### src/rtl/im_fetch_ctrl.sv
// im_fetch_ctrl: PC sequencer and fetch controller for the instruction memory.
//
// Holds the fetch PC and drives the IM word address. Each cycle it picks the
// next PC from the exception, eret, branch/jump and sequential redirects. A
// branch that arrives while the front end is stalled is buffered until the
// stall lifts. Fetches from a misaligned or out-of-range PC are flagged as
// AdEL. The module presents {pc, instr, exccode, valid} to the IF/ID register.
//
// Ports:
//   clk         in   1   clock, rising edge
//   reset       in   1   synchronous, active-high
//   stall       in   1   hold PC and IF outputs
//   br_valid    in   1   branch/jump taken this cycle
//   br_target   in   32  branch/jump target PC
//   exc_req     in   1   take exception/interrupt now
//   eret_req    in   1   return to epc
//   epc         in   32  EPC value
//   im_addr     out  32  byte address to IM (= pc)
//   im_instr    in   32  IM read data (combinational on im_addr)
//   if_pc       out  32  PC of the presented instruction
//   if_instr    out  32  instruction to IF/ID (0 when invalid or AdEL)
//   if_exccode  out  5   5'd4 = AdEL, else 0
//   if_valid    out  1   presented instruction is real
//   fetch_cnt   out  32  count of PC advances since reset
module im_fetch_ctrl #(
    parameter logic [31:0] PC_RESET     = 32'h0000_3000,
    parameter logic [31:0] HANDLER_ADDR = 32'h0000_4180,
    parameter logic [31:0] IM_BASE      = 32'h0000_3000,
    parameter int unsigned IM_WORDS     = 4096
) (
    input  logic        clk,
    input  logic        reset,
    input  logic        stall,
    input  logic        br_valid,
    input  logic [31:0] br_target,
    input  logic        exc_req,
    input  logic        eret_req,
    input  logic [31:0] epc,
    output logic [31:0] im_addr,
    input  logic [31:0] im_instr,
    output logic [31:0] if_pc,
    output logic [31:0] if_instr,
    output logic [4:0]  if_exccode,
    output logic        if_valid,
    output logic [31:0] fetch_cnt
);

    localparam logic [4:0] EXC_ADEL = 5'd4;

    // The last legal PC is computed in 33 bits so that a large IM_BASE
    // cannot overflow the bound.
    localparam logic [32:0] IM_LAST = {1'b0, IM_BASE} + 33'(4 * IM_WORDS) - 33'd4;

    typedef enum logic {
        S_INIT,
        S_RUN
    } state_t;

    state_t      state_q, state_d;
    logic [31:0] pc_q, pc_d;
    logic [31:0] pend_q, pend_d;
    logic        pend_valid_q, pend_valid_d;
    logic [31:0] cnt_q, cnt_d;
    logic        adel;

    always_ff @(posedge clk) begin
        if (reset) begin
            state_q      <= S_INIT;
            pc_q         <= PC_RESET;
            pend_q       <= '0;
            pend_valid_q <= 1'b0;
            cnt_q        <= '0;
        end else begin
            state_q      <= state_d;
            pc_q         <= pc_d;
            pend_q       <= pend_d;
            pend_valid_q <= pend_valid_d;
            cnt_q        <= cnt_d;
        end
    end

    always_comb begin
        state_d      = state_q;
        pc_d         = pc_q;
        pend_d       = pend_q;
        pend_valid_d = pend_valid_q;
        cnt_d        = cnt_q;
        case (state_q)
            S_INIT: begin
                state_d = S_RUN;
            end
            S_RUN: begin
                if (exc_req) begin
                    // Exception and eret redirects win over stall and are not counted.
                    pc_d         = HANDLER_ADDR;
                    pend_valid_d = 1'b0;
                end else if (eret_req) begin
                    pc_d         = epc;
                    pend_valid_d = 1'b0;
                end else if (stall) begin
                    // Hold the PC; the latest branch seen during the stall wins.
                    if (br_valid) begin
                        pend_d       = br_target;
                        pend_valid_d = 1'b1;
                    end
                end else if (pend_valid_q) begin
                    // A buffered redirect takes precedence over a fresh branch.
                    pc_d         = pend_q;
                    pend_valid_d = 1'b0;
                    cnt_d        = cnt_q + 32'd1;
                end else if (br_valid) begin
                    pc_d  = br_target;
                    cnt_d = cnt_q + 32'd1;
                end else begin
                    pc_d  = pc_q + 32'd4;
                    cnt_d = cnt_q + 32'd1;
                end
            end
            default: begin
                state_d = S_INIT;
            end
        endcase
    end

    always_comb begin
        adel = (pc_q[1:0] != 2'b00) || (pc_q < IM_BASE) || ({1'b0, pc_q} > IM_LAST);
    end

    assign im_addr    = pc_q;
    assign if_pc      = pc_q;
    assign if_valid   = (state_q == S_RUN);
    assign if_exccode = (state_q == S_RUN && adel) ? EXC_ADEL : 5'd0;
    assign if_instr   = (state_q == S_RUN && !adel) ? im_instr : 32'h0;
    assign fetch_cnt  = cnt_q;

endmodule

### config.mk
export PLATFORM = sky130hd
export DESIGN_NAME = im_fetch_ctrl
export DESIGN_NICKNAME = d
export VERILOG_FILES = /design/src/rtl/im_fetch_ctrl.sv
export SDC_FILE = /design/constraint.sdc
export NUM_CORES = 1
export LEC_CHECK = 0
export ABC_AREA = 0
export CAP_MARGIN = 20
export CORE_AREA = 8 8 121 123
export DETAILED_ROUTE_END_ITERATION = 10
export DIE_AREA = 0 0 129 131
export PLACE_DENSITY = 0.85
export SLEW_MARGIN = 20
export SYNTH_ARGS = -nofsm -noshare
export SYNTH_HDL_FRONTEND = slang
export SYNTH_SLANG_ARGS = --single-unit
### constraint.sdc
create_clock -name clk -period 5.5 [get_ports clk]
set_input_delay 1.1 -clock clk [delete_from_list [all_inputs] [get_ports clk]]
set_output_delay 1.1 -clock clk [all_outputs]
set_load 0.01 [all_outputs]
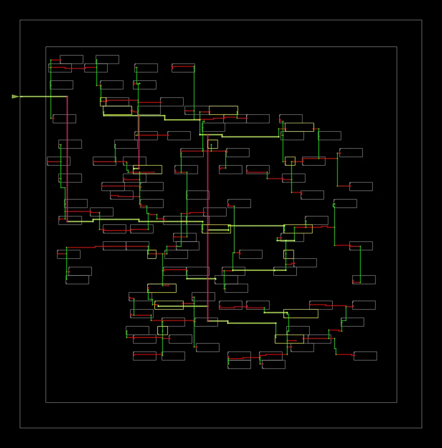
(clock wiring as the flow saved it)
clock network power: 649 uW
Seq cells: 98
clk_lat worst skew: 0.35 ns

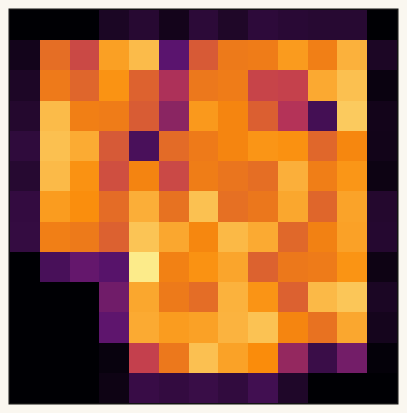
(cell density map)
(3 px per um) 13 x 13 tiles, from black (low) to pale yellow (high), 0 to 100% covered.
fullest tile: 96%
nearly empty tiles: 12%
densest ninth of the die: centre
emptiest ninth of the die: south-west
mean over tiles: 48%
post-layout util: 64.5%
fp_density: 45.3%
Core ar.: 0.0129 sq mm

==> qor.txt <==
Mapped Area: 0.00583 sq mm
CP Launch Type: register
Share of cells above drive strength 1: 4.43%
Ys cells: 775
Sequence of cells on the critical path: nor4_1 -> nand3_1 -> nor3_4 -> and3_1 -> clkdlybuf4s50_1
Hold depth: 2
Ao+oa area frac: 19.7%
Area share, top type: 33.6%
Vias in the first global route: 5823
Pwr dens: 209 mW/mm^2
Number of non-clock inverters: 19
Number of cells on the critical path: 5
Syn Area/Cell: 7.52 sq um
Internal Power: 1.26 mW
1st-iter DRT viols: 702
Reg power frac: 43.4%
Initial antenna violation count: 1
Die ar.: 0.0169 sq mm
Routed vias/inst: 5.72
FF+latch area: 0.00196 sq mm
CTS tree: done
Dpl ws: 1.34 ns
Gr usage total: 23.1%
Setup tns final: 0 ns
CP max stage cell: nor3_4
Final hold violation count: 0
Comb area: 0.00338 sq mm
Maximum vdd drop: 0.132 mV
Clk tree area frac: 3.65%
Minimum clock period: 3.92 ns
Hold Path Class: register to register
Basic Gates by Area: 30.9%
Non-clk buf share: 28.5%
Worst Max-Slew Pin Slew: 0.892 ns
Synth area leaders: dfxtp_1, nand2_1, a21oi_1
Post-cts hold-fix buffer tally: 0
Synth async-reset ratio: 0%
YS chip area: 0.00583 sq mm
GRT overflow: 0
Status: finished clean
Flops after synth: 98
Main logic family: simple AND/OR/NAND/NOR gates
Register area share after synthesis: 33.6%
Fill cell count: 1102
Multiplexer share: 1.39%
Rel. slew slack: 40.0%
Row count: 42
Yosys xor share: 4.81%
Number of flops mapped to enable cells by yosys: 0
Resize count post-CTS: 0
Pre-Repair DR Iteration Count: 5
R2r worst-path depth: 5
Placed Cells: 1109
# nets final: 1048
Leak pwr: 2.90 nW
Slowest stage delay, CP: 0.78 ns
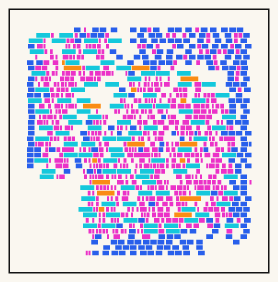
(placed cells, one colour a class)
(2 px per um)
legend:
  clock drivers and dummy loads:
    colour: orange
    cells: 16
    share_of_their_area: 3.7%
  sequential cells:
    colour: cyan
    cells: 98
    share_of_their_area: 24%
  combinational and other logic:
    colour: magenta
    cells: 595
    share_of_their_area: 43%
  remaining buffers and delay cells:
    colour: blue
    cells: 240
    share_of_their_area: 29%
post-route cell area: 0.00830 sq mm
sequential cell area share: 23.6%

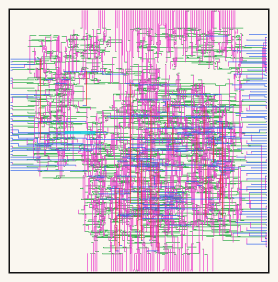
(wiring by layer)
(2 px per um)
legend:
  metal 2:
    colour: magenta
    wire_length: 9690 um
  metal 3:
    colour: blue
    wire_length: 2350 um
  metal 4:
    colour: red
    wire_length: 528 um
  metal 1:
    colour: green
    wire_length: 8120 um
  metal 5:
    colour: cyan
    wire_length: 13.8 um
total routed wirelength: 20700 um
Vias: 6432
Wirelength per Cell: 18.4 um

-- registers in the layout, summed over array words and instances (netlist names) --
name / cells
fetch_cnt: 32
if_pc: 32
pend_q: 32
if_valid: 1
pend_valid_q: 1
-- worst paths after layout --
kind | slack, ns | endpoint | startpoint
setup / recovery | 1.58 | if_instr[13] | if_pc[25]$_SDFFE_PP0P_
hold / removal | 0.45 | pend_q[1]$_SDFFE_PP0P_ | pend_q[1]$_SDFFE_PP0P_
setup reg to reg | 2.33 | fetch_cnt[29]$_SDFFE_PP0P_ | if_valid$_DFF_P_
hold reg to reg | 0.45 | pend_q[1]$_SDFFE_PP0P_ | pend_q[1]$_SDFFE_PP0P_
-- synth_stat cells, types with 3 or more instances --
| master | n |
|---|---|
| xnor2_1 | 23 |
| o21ai_0 | 41 |
| o311ai_0 | 5 |
| clkbuf_1 | 45 |
| and3_1 | 41 |
| and4_1 | 11 |
| xor2_1 | 9 |
| nor2_1 | 45 |
| mux2i_1 | 7 |
| or3_1 | 15 |
| a21o_1 | 3 |
| nand2b_1 | 15 |
| nor4_1 | 13 |
| nor2b_1 | 5 |
| a31o_2 | 4 |
| a22o_1 | 3 |
| a221oi_1 | 10 |
| a32o_1 | 6 |
| nand2_1 | 121 |
| nand3b_1 | 5 |
| dfxtp_1 | 98 |
| nand3_1 | 23 |
| o221ai_1 | 3 |
| a31oi_1 | 8 |
| o22ai_1 | 3 |
| inv_1 | 18 |
| o211ai_1 | 4 |
| a211oi_1 | 3 |
| a21oi_1 | 60 |
| nor3_1 | 20 |
| a22oi_1 | 4 |
| o31ai_1 | 4 |
| nand4_1 | 19 |
| buf_1 | 3 |
| or4_1 | 3 |
| and2_1 | 5 |
| a32oi_1 | 9 |
| buf_4 | 36 |
-- cell usage in the layout, fill, tap and decap left out, types with 6 or more instances in the layout --
cell type        netlist  routed
a21oi_1               60      59
a221oi_1              10      10
a31oi_1                8       8
a32o_1                 6       6
a32oi_1                9       9
and3_1                41      41
and4_1                11      11
buf_4                 36       9
clkbuf_16              0       9
clkdlybuf4s50_1        0     229
dfxtp_1               98      97
inv_1                 18      18
mux2i_1                7       7
nand2_1              121     121
nand2b_1              15      15
nand3_1               23      23
nand4_1               19      19
nor2_1                45      44
nor3_1                20      18
nor4_1                13      13
o21ai_0               41      41
or3_1                 15      15
xnor2_1               23      23
xor2_1                 9       9
-- metal layers --
metal	up-vias	wire length (um)	global-route usage [%]
li1	3081	-	-
met1	2973	8120	27.9
met2	337	9690	37.8
met3	39	2350	7.67
met4	2	528	8.36
met5	-	13	0
-- power groups by stage --
stage | Clock [mW] | Combinational [mW] | Sequential, mW
after floorplan | 0 | 0.156 | 0.762
after global placement | 0 | 0.323 | 0.769
after detailed placement | 0 | 0.329 | 0.769
after CTS | 0.661 | 0.332 | 0.753
after global routing | 0.693 | 0.355 | 0.756
final | 0.649 | 0.333 | 0.754
-- through the flow --
stage	area, sq um	total power [mW]
after global routing	8300	1.80
after detailed placement	8000	1.10
after floorplan	5840	0.918
final	8300	1.74
after CTS	8300	1.74
after global placement	7990	1.09
Power figures rest on the tool's default switching activity, not on a simulated workload.
